===== src/rtl/softmax_pkg.sv =====
// Shared types and defaults for the softmax row scheduler.
package softmax_pkg;

    // Scheduler FSM encoding; exposed on the debug state output of the top.
    typedef enum logic [2:0] {
        S_IDLE = 3'd0,
        S_RUN  = 3'd1,
        S_GAP  = 3'd2
    } sched_state_t;

    localparam int D_W_DEF     = 16;
    localparam int NUM_DEF     = 16;
    localparam int N_REQ_DEF   = 4;
    localparam int TIMEOUT_DEF = 1024;

    typedef logic [D_W_DEF-1:0] word_t;

    // Requester index reached by stepping 'off' places past 'ptr', wrapping at n.
    function automatic int rr_index(input int ptr, input int off, input int n);
        return (ptr + off) % n;
    endfunction

endpackage


===== src/rtl/softmax_row_sched_rr_arbiter.sv =====
// Combinational round-robin arbiter: searches ptr+1 .. ptr+N (mod N) and
// grants the first requester found; gnt is one-hot or all zero.
module rr_arbiter
    import softmax_pkg::*;
#(
    parameter int N = 4
) (
    input  logic [N-1:0]         req,
    input  logic [$clog2(N)-1:0] ptr,
    output logic [N-1:0]         gnt,
    output logic [$clog2(N)-1:0] id
);

    localparam int ID_W = $clog2(N);

    logic [ID_W-1:0] idx;

    // Walk the search order backwards so the earliest candidate is written last and wins.
    always_comb begin
        gnt = '0;
        id  = '0;
        idx = '0;
        for (int off = N; off >= 1; off--) begin
            idx = ID_W'(rr_index(int'(ptr), off, N));
            if (req[idx]) begin
                gnt      = '0;
                gnt[idx] = 1'b1;
                id       = idx;
            end
        end
    end

endmodule


===== src/rtl/softmax_row_sched.sv =====
// Shares one safe-softmax unit among N_REQ requesters. Grants rows round-robin,
// holds the granted row stable for the unit, returns the result tagged with the
// owner ID and aborts a row through a watchdog if the unit never answers.
//
// Handshake: a requester holds I_REQ level-high until it sees its O_GNT pulse;
// the row is captured on that same edge. Toward the unit O_SM_START is a level
// held for the whole row and I_SM_VLD is a one-cycle pulse carrying I_SM_DATA.
// Results leave as a one-cycle O_RES_VLD (or O_ERR) pulse; O_RES_DATA holds.
module softmax_row_sched
    import softmax_pkg::*;
#(
    parameter int D_W     = D_W_DEF,
    parameter int NUM     = NUM_DEF,
    parameter int N_REQ   = N_REQ_DEF,
    parameter int TIMEOUT = TIMEOUT_DEF
) (
    input  logic                                     I_CLK,
    input  logic                                     I_RST_N,
    input  logic [N_REQ-1:0]                         I_REQ,
    input  logic [0:N_REQ-1][0:NUM-1][D_W-1:0]       I_REQ_DATA,
    output logic [N_REQ-1:0]                         O_GNT,
    output logic                                     O_SM_START,
    output logic [0:NUM-1][D_W-1:0]                  O_SM_DATA,
    input  logic                                     I_SM_VLD,
    input  logic [0:NUM-1][D_W-1:0]                  I_SM_DATA,
    output logic                                     O_RES_VLD,
    output logic [$clog2(N_REQ)-1:0]                 O_RES_ID,
    output logic [0:NUM-1][D_W-1:0]                  O_RES_DATA,
    output logic                                     O_ERR,
    output logic                                     O_BUSY,
    output sched_state_t                             O_STATE
);

    localparam int ID_W = $clog2(N_REQ);
    localparam int WD_W = $clog2(TIMEOUT + 1);

    sched_state_t            state, state_nxt;
    logic [N_REQ-1:0]        arb_gnt;
    logic [ID_W-1:0]         arb_id;
    logic [0:NUM-1][D_W-1:0] row_buf;
    logic [ID_W-1:0]         cur_id;
    logic [ID_W-1:0]         ptr;
    logic [WD_W-1:0]         wdog;
    logic                    take, done, wdog_hit;

    rr_arbiter #(.N(N_REQ)) u_arb (
        .req (I_REQ),
        .ptr (ptr),
        .gnt (arb_gnt),
        .id  (arb_id)
    );

    // Event decode; a result pulse beats a coincident watchdog expiry.
    assign take       = (state == S_IDLE) && (|I_REQ);
    assign done       = (state == S_RUN) && I_SM_VLD;
    assign wdog_hit   = (state == S_RUN) && !I_SM_VLD && (wdog == WD_W'(TIMEOUT - 1));
    assign O_SM_START = (state == S_RUN);
    assign O_SM_DATA  = row_buf;
    assign O_BUSY     = (state != S_IDLE);
    assign O_STATE    = state;

    // State register; reset drops start asynchronously through the state decode.
    always_ff @(posedge I_CLK or negedge I_RST_N) begin
        if (!I_RST_N) state <= S_IDLE;
        else          state <= state_nxt;
    end

    // Next-state logic: one row at a time, one start-low cycle between rows.
    always_comb begin
        state_nxt = state;
        case (state)
            S_IDLE:  if (take) state_nxt = S_RUN;
            S_RUN:   if (done || wdog_hit) state_nxt = S_GAP;
            S_GAP:   state_nxt = S_IDLE;
            default: state_nxt = S_IDLE;
        endcase
    end

    // Row capture, owner tracking, watchdog and registered result pulses.
    always_ff @(posedge I_CLK or negedge I_RST_N) begin
        if (!I_RST_N) begin
            row_buf    <= '0;
            cur_id     <= '0;
            ptr        <= ID_W'(N_REQ - 1);
            wdog       <= '0;
            O_GNT      <= '0;
            O_RES_VLD  <= 1'b0;
            O_RES_ID   <= '0;
            O_RES_DATA <= '0;
            O_ERR      <= 1'b0;
        end else begin
            O_GNT     <= '0;
            O_RES_VLD <= 1'b0;
            O_ERR     <= 1'b0;
            if (take) begin
                row_buf <= I_REQ_DATA[arb_id];
                O_GNT   <= arb_gnt;
                cur_id  <= arb_id;
                ptr     <= arb_id;
                wdog    <= '0;
            end
            if (state == S_RUN && wdog != '1) begin
                wdog <= wdog + 1'b1;
            end
            if (done) begin
                O_RES_DATA <= I_SM_DATA;
                O_RES_ID   <= cur_id;
                O_RES_VLD  <= 1'b1;
            end else if (wdog_hit) begin
                O_RES_ID <= cur_id;
                O_ERR    <= 1'b1;
            end
        end
    end

endmodule


===== config.mk =====
export PLATFORM = sky130hd
export DESIGN_NAME = softmax_row_sched
export DESIGN_NICKNAME = d
export VERILOG_FILES = /design/src/rtl/softmax_pkg.sv /design/src/rtl/softmax_row_sched_rr_arbiter.sv /design/src/rtl/softmax_row_sched.sv
export SDC_FILE = /design/constraint.sdc
export NUM_CORES = 1
export LEC_CHECK = 0
export CAP_MARGIN = 20
export CORE_AREA = 2 2 708 710
export CTS_CLUSTER_SIZE = 24
export DETAILED_ROUTE_END_ITERATION = 10
export DIE_AREA = 0 0 710 712
export GPL_ROUTABILITY_DRIVEN = 0
export MAX_ROUTING_LAYER = met4
export PLACE_DENSITY_LB_ADDON = 0.1
export SLEW_MARGIN = 20
export SYNTH_ARGS = -nofsm -noshare
export SYNTH_HDL_FRONTEND = slang
export SYNTH_SLANG_ARGS = --single-unit

===== constraint.sdc =====
create_clock -name I_CLK -period 4.2 [get_ports I_CLK]
set_clock_uncertainty 0.1 [all_clocks]
set_input_delay 0.84 -clock I_CLK [delete_from_list [all_inputs] [get_ports I_CLK]]
set_output_delay 0.84 -clock I_CLK [all_outputs]
set_load 0.005 [all_outputs]

**Run 1: the metal 1 layer**

Supply wires on this layer in grey.
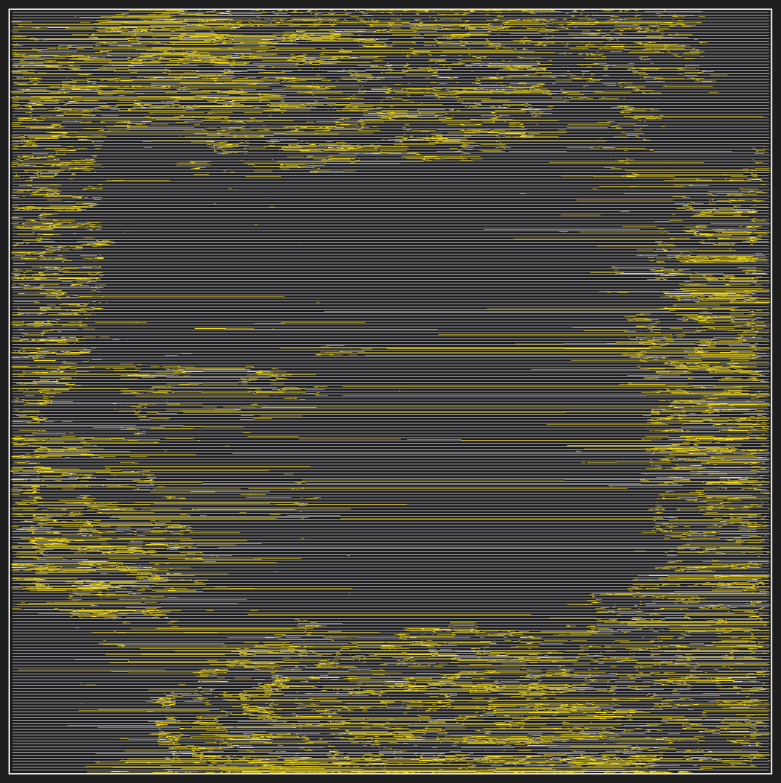
longest straight run: 449 um
share of all routed wire: 37%
wire length on this layer: 123 mm
main direction: horizontal
nets with wire on the layer: 5164

**Run 1: signal wires on met4**

Supply wires on this layer in grey.
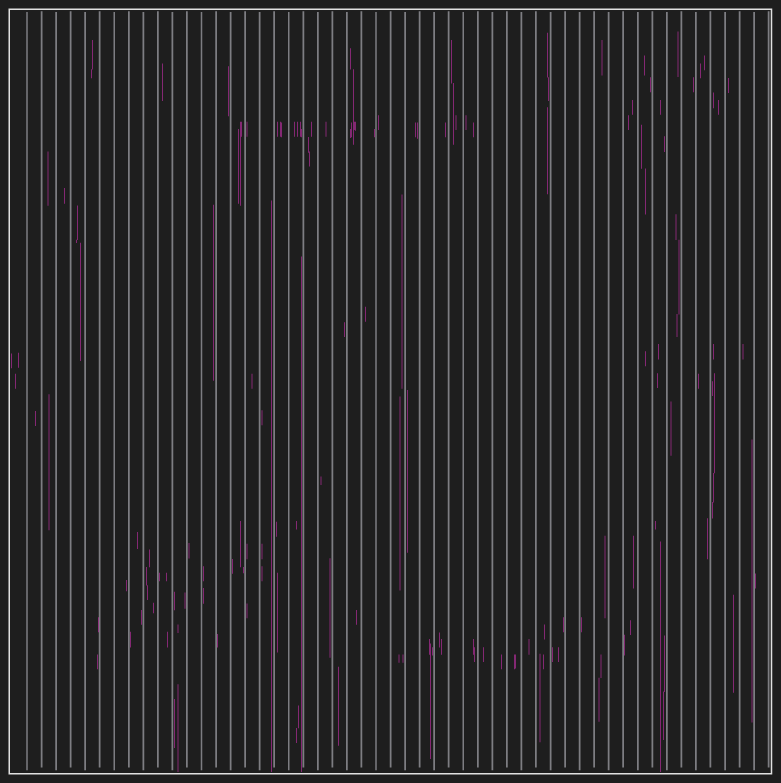
wire length on this layer: 5970 um
nets with wire on the layer: 116
share of all routed wire: 1.8%
main direction: vertical
longest straight run: 533 um

**Run 1: clock nets**

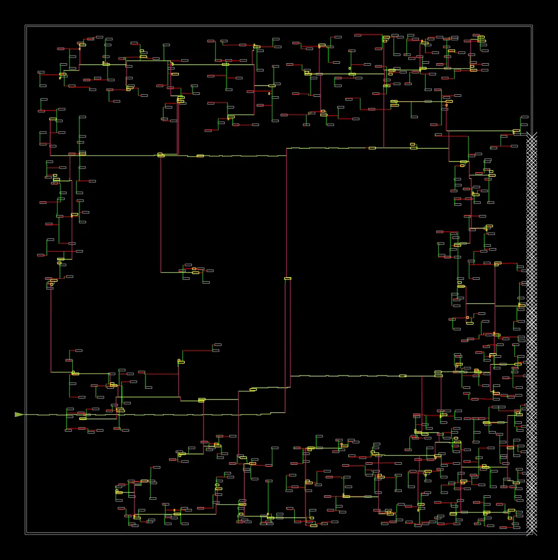
CTS sink count: 537
flop count: 537
clk_buf instances: 152

**Run 1: signal wires by layer**

Only two layers are drawn.
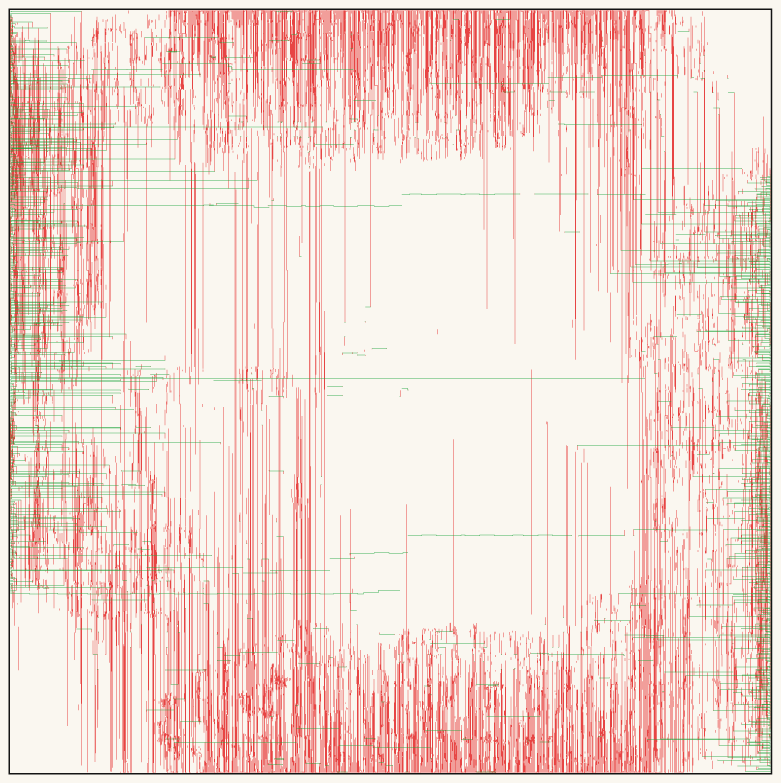
[red] M2 | wire length: 176 mm
[green] M3 | wire length: 26.7 mm

==> CHANGELOG.md, run 1 <==
### Physical design

* Number of logic gates at 1672
* Failing checks: DRC
* Diode count at 134
* Top logic family: AND-OR/OR-AND gates
* Chip area at 505500 sq um
* Status: complete, but fails checks
* Top cell category: non-clock buffers
* Async S/R FF share, synth at 100.0%
* Hold_sp: cur_id[1]
* Count leader, synth: dfrtp_1
* Resize count post-CTS at 0
* Comb group at 32.3 mW
* Worst relative slew slack at 25.38%
* Aoi share at 21.74%
* DRT met1 WL at 122.5 mm
* Worst Max-Slew Pin Slew at 1117 ps
* Pwr Density at 824.9 nW/um^2
* Initial antenna violation count at 231
* Sw Pwr at 23.89 mW
* Final Max Tran Viols at 0
* DR vias/cell at 2.651
* Hold Worst Slack at 382.2 ps
* Flops after synth at 537
* Sequential Power Share at 19.5%
* CP Launch Point: ptr[1]
* Die W at 710 um
* # DRC at 204
* Int Pwr at 26.81 mW
* P_clk at 8.48 mW
* Met1 usage at 13.44%
* Crit Path Class: reg2reg
* Top cell excl fill/tap: clkdlybuf4s50_1
* WHS Path Cells at 2
* Seq/total area at 21.87%
* Non-CTS buffers at 2021
* Met2 GRT Util at 24.06%
* Met2 wire length at 176.1 mm
* Hold Violations, Final at 0
* Inverters at 6
* Met3 usage at 4.285%
* Sw Share at 47.13%
* Gr usage total at 12.96%
* Seq. pwr at 9.90 mW
**Run 1: wires at chosen ports, followed through buffers**

Scale bar: 200 um.
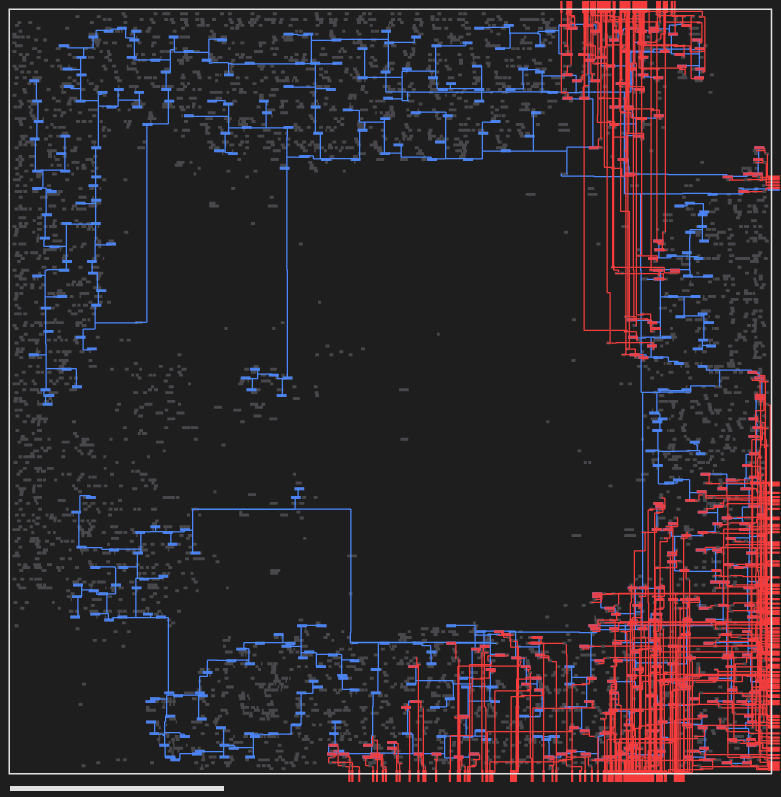

==> run 2, diff against run 1 <==
Settings changed: SLEW_MARGIN 20 to not set.
**Run 2: wires at chosen ports, followed through buffers**

Scale bar: 200 um.
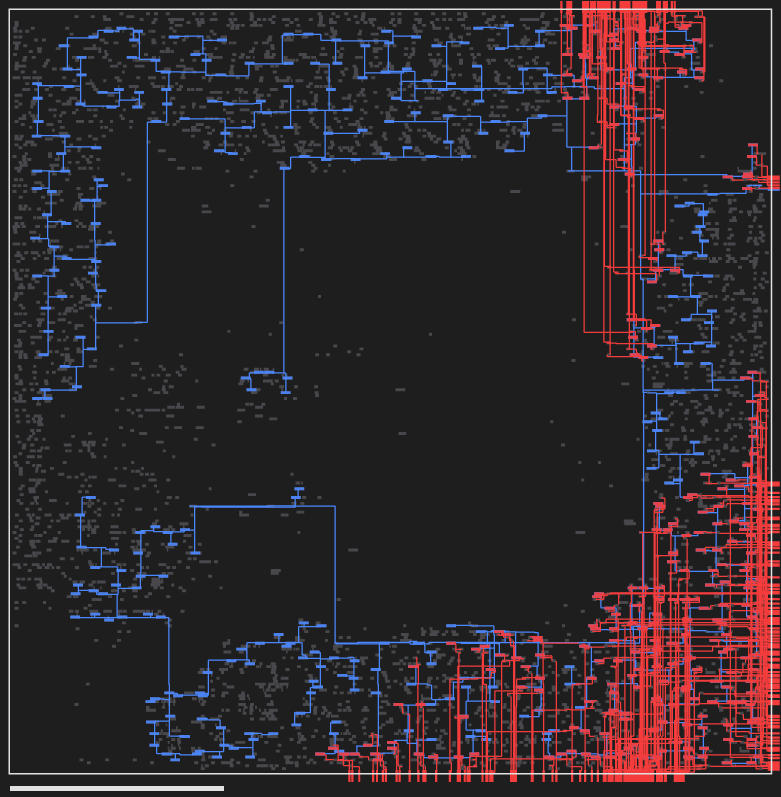
[red] O_RES_DATA | direction: output | end cells: 256 | buffers: 256 | wire: 27.3 mm
[blue] I_RST_N | direction: input | end cells: 537 | buffers: 22 | wire: 11600 um

==> CHANGELOG.md, run 2 <==
### Physical design

* Status: complete, but fails checks
* Failing checks: DRC
* Flops after synth at 537
* WHS Path Cells at 2
* Met1 usage at 13.38%
* Flop count at 537
* Aoi share at 21.74%
* P_clk at 8.38 mW
* CP Launch Point: ptr[1]
* Int Pwr at 26.71 mW
* Sw Pwr at 23.79 mW
* Nets at Floorplan at 3745
* IO Pins at 1812
* Top cell category: non-clock buffers
* Pwr Density at 822.6 nW/um^2
* DRT met1 WL at 122.1 mm
* Hold Violations, Final at 0
* Tool warnings at 31
* Hold_sp: cur_id[1]
* DR vias/cell at 2.641
* Seq. pwr at 9.88 mW
* Clk_buf instances at 145
* Chip area at 505500 sq um
* Hold Worst Slack at 399.2 ps
* Number of logic gates at 1672
* CTS sink count at 537
* Comb group at 32.2 mW
* Top cell excl fill/tap: clkdlybuf4s50_1
* Core outline area at 499000 sq um
* Sw Share at 47.12%
* Met2 wire length at 175.5 mm
* Count leader, synth: dfrtp_1
* Inverters at 6
* Sequential Power Share at 19.6%
* Seq/total area at 21.89%
* Design Area, Final at 61400 sq um
* CP endpoint kind: register
* Initial antenna violation count at 233
* Non-CTS buffers at 2021
* Worst relative slew slack at 28.16%
* Async S/R FF share, synth at 100.0%
* Die W at 710 um
* Met2 GRT Util at 24.00%
* Post-Synthesis Cells at 2451
* Top logic family: AND-OR/OR-AND gates
* # DRC at 204
* Crit Path Class: reg2reg
* Met3 usage at 4.333%
* Resize count post-CTS at 0
* Final Max Tran Viols at 0
**Run 2: signal wires on met4**

Supply wires on this layer in grey.
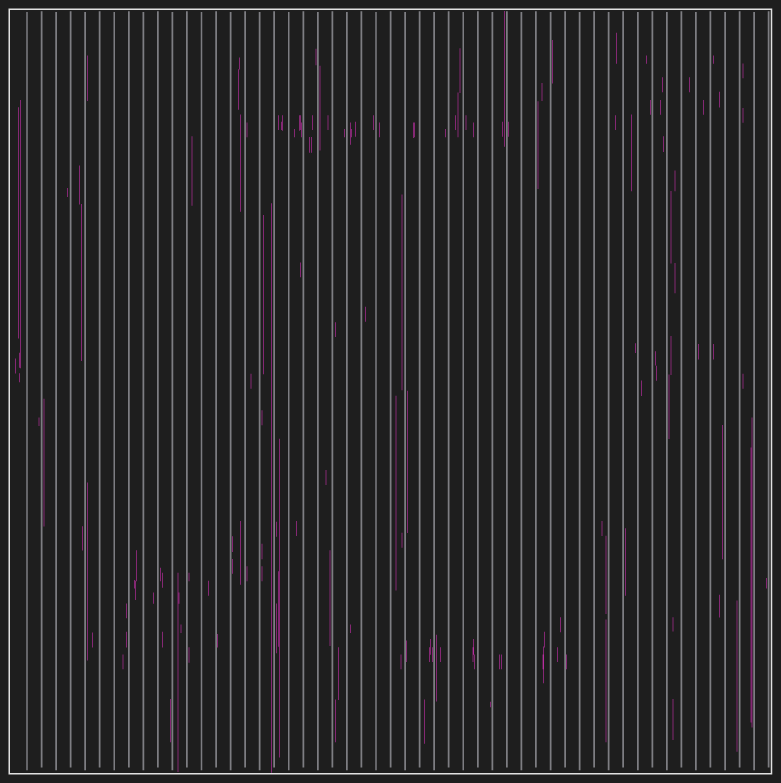
share of all routed wire: 2.0%
wire length on this layer: 6580 um
nets with wire on the layer: 119

Power and IR drop assume default switching activity.
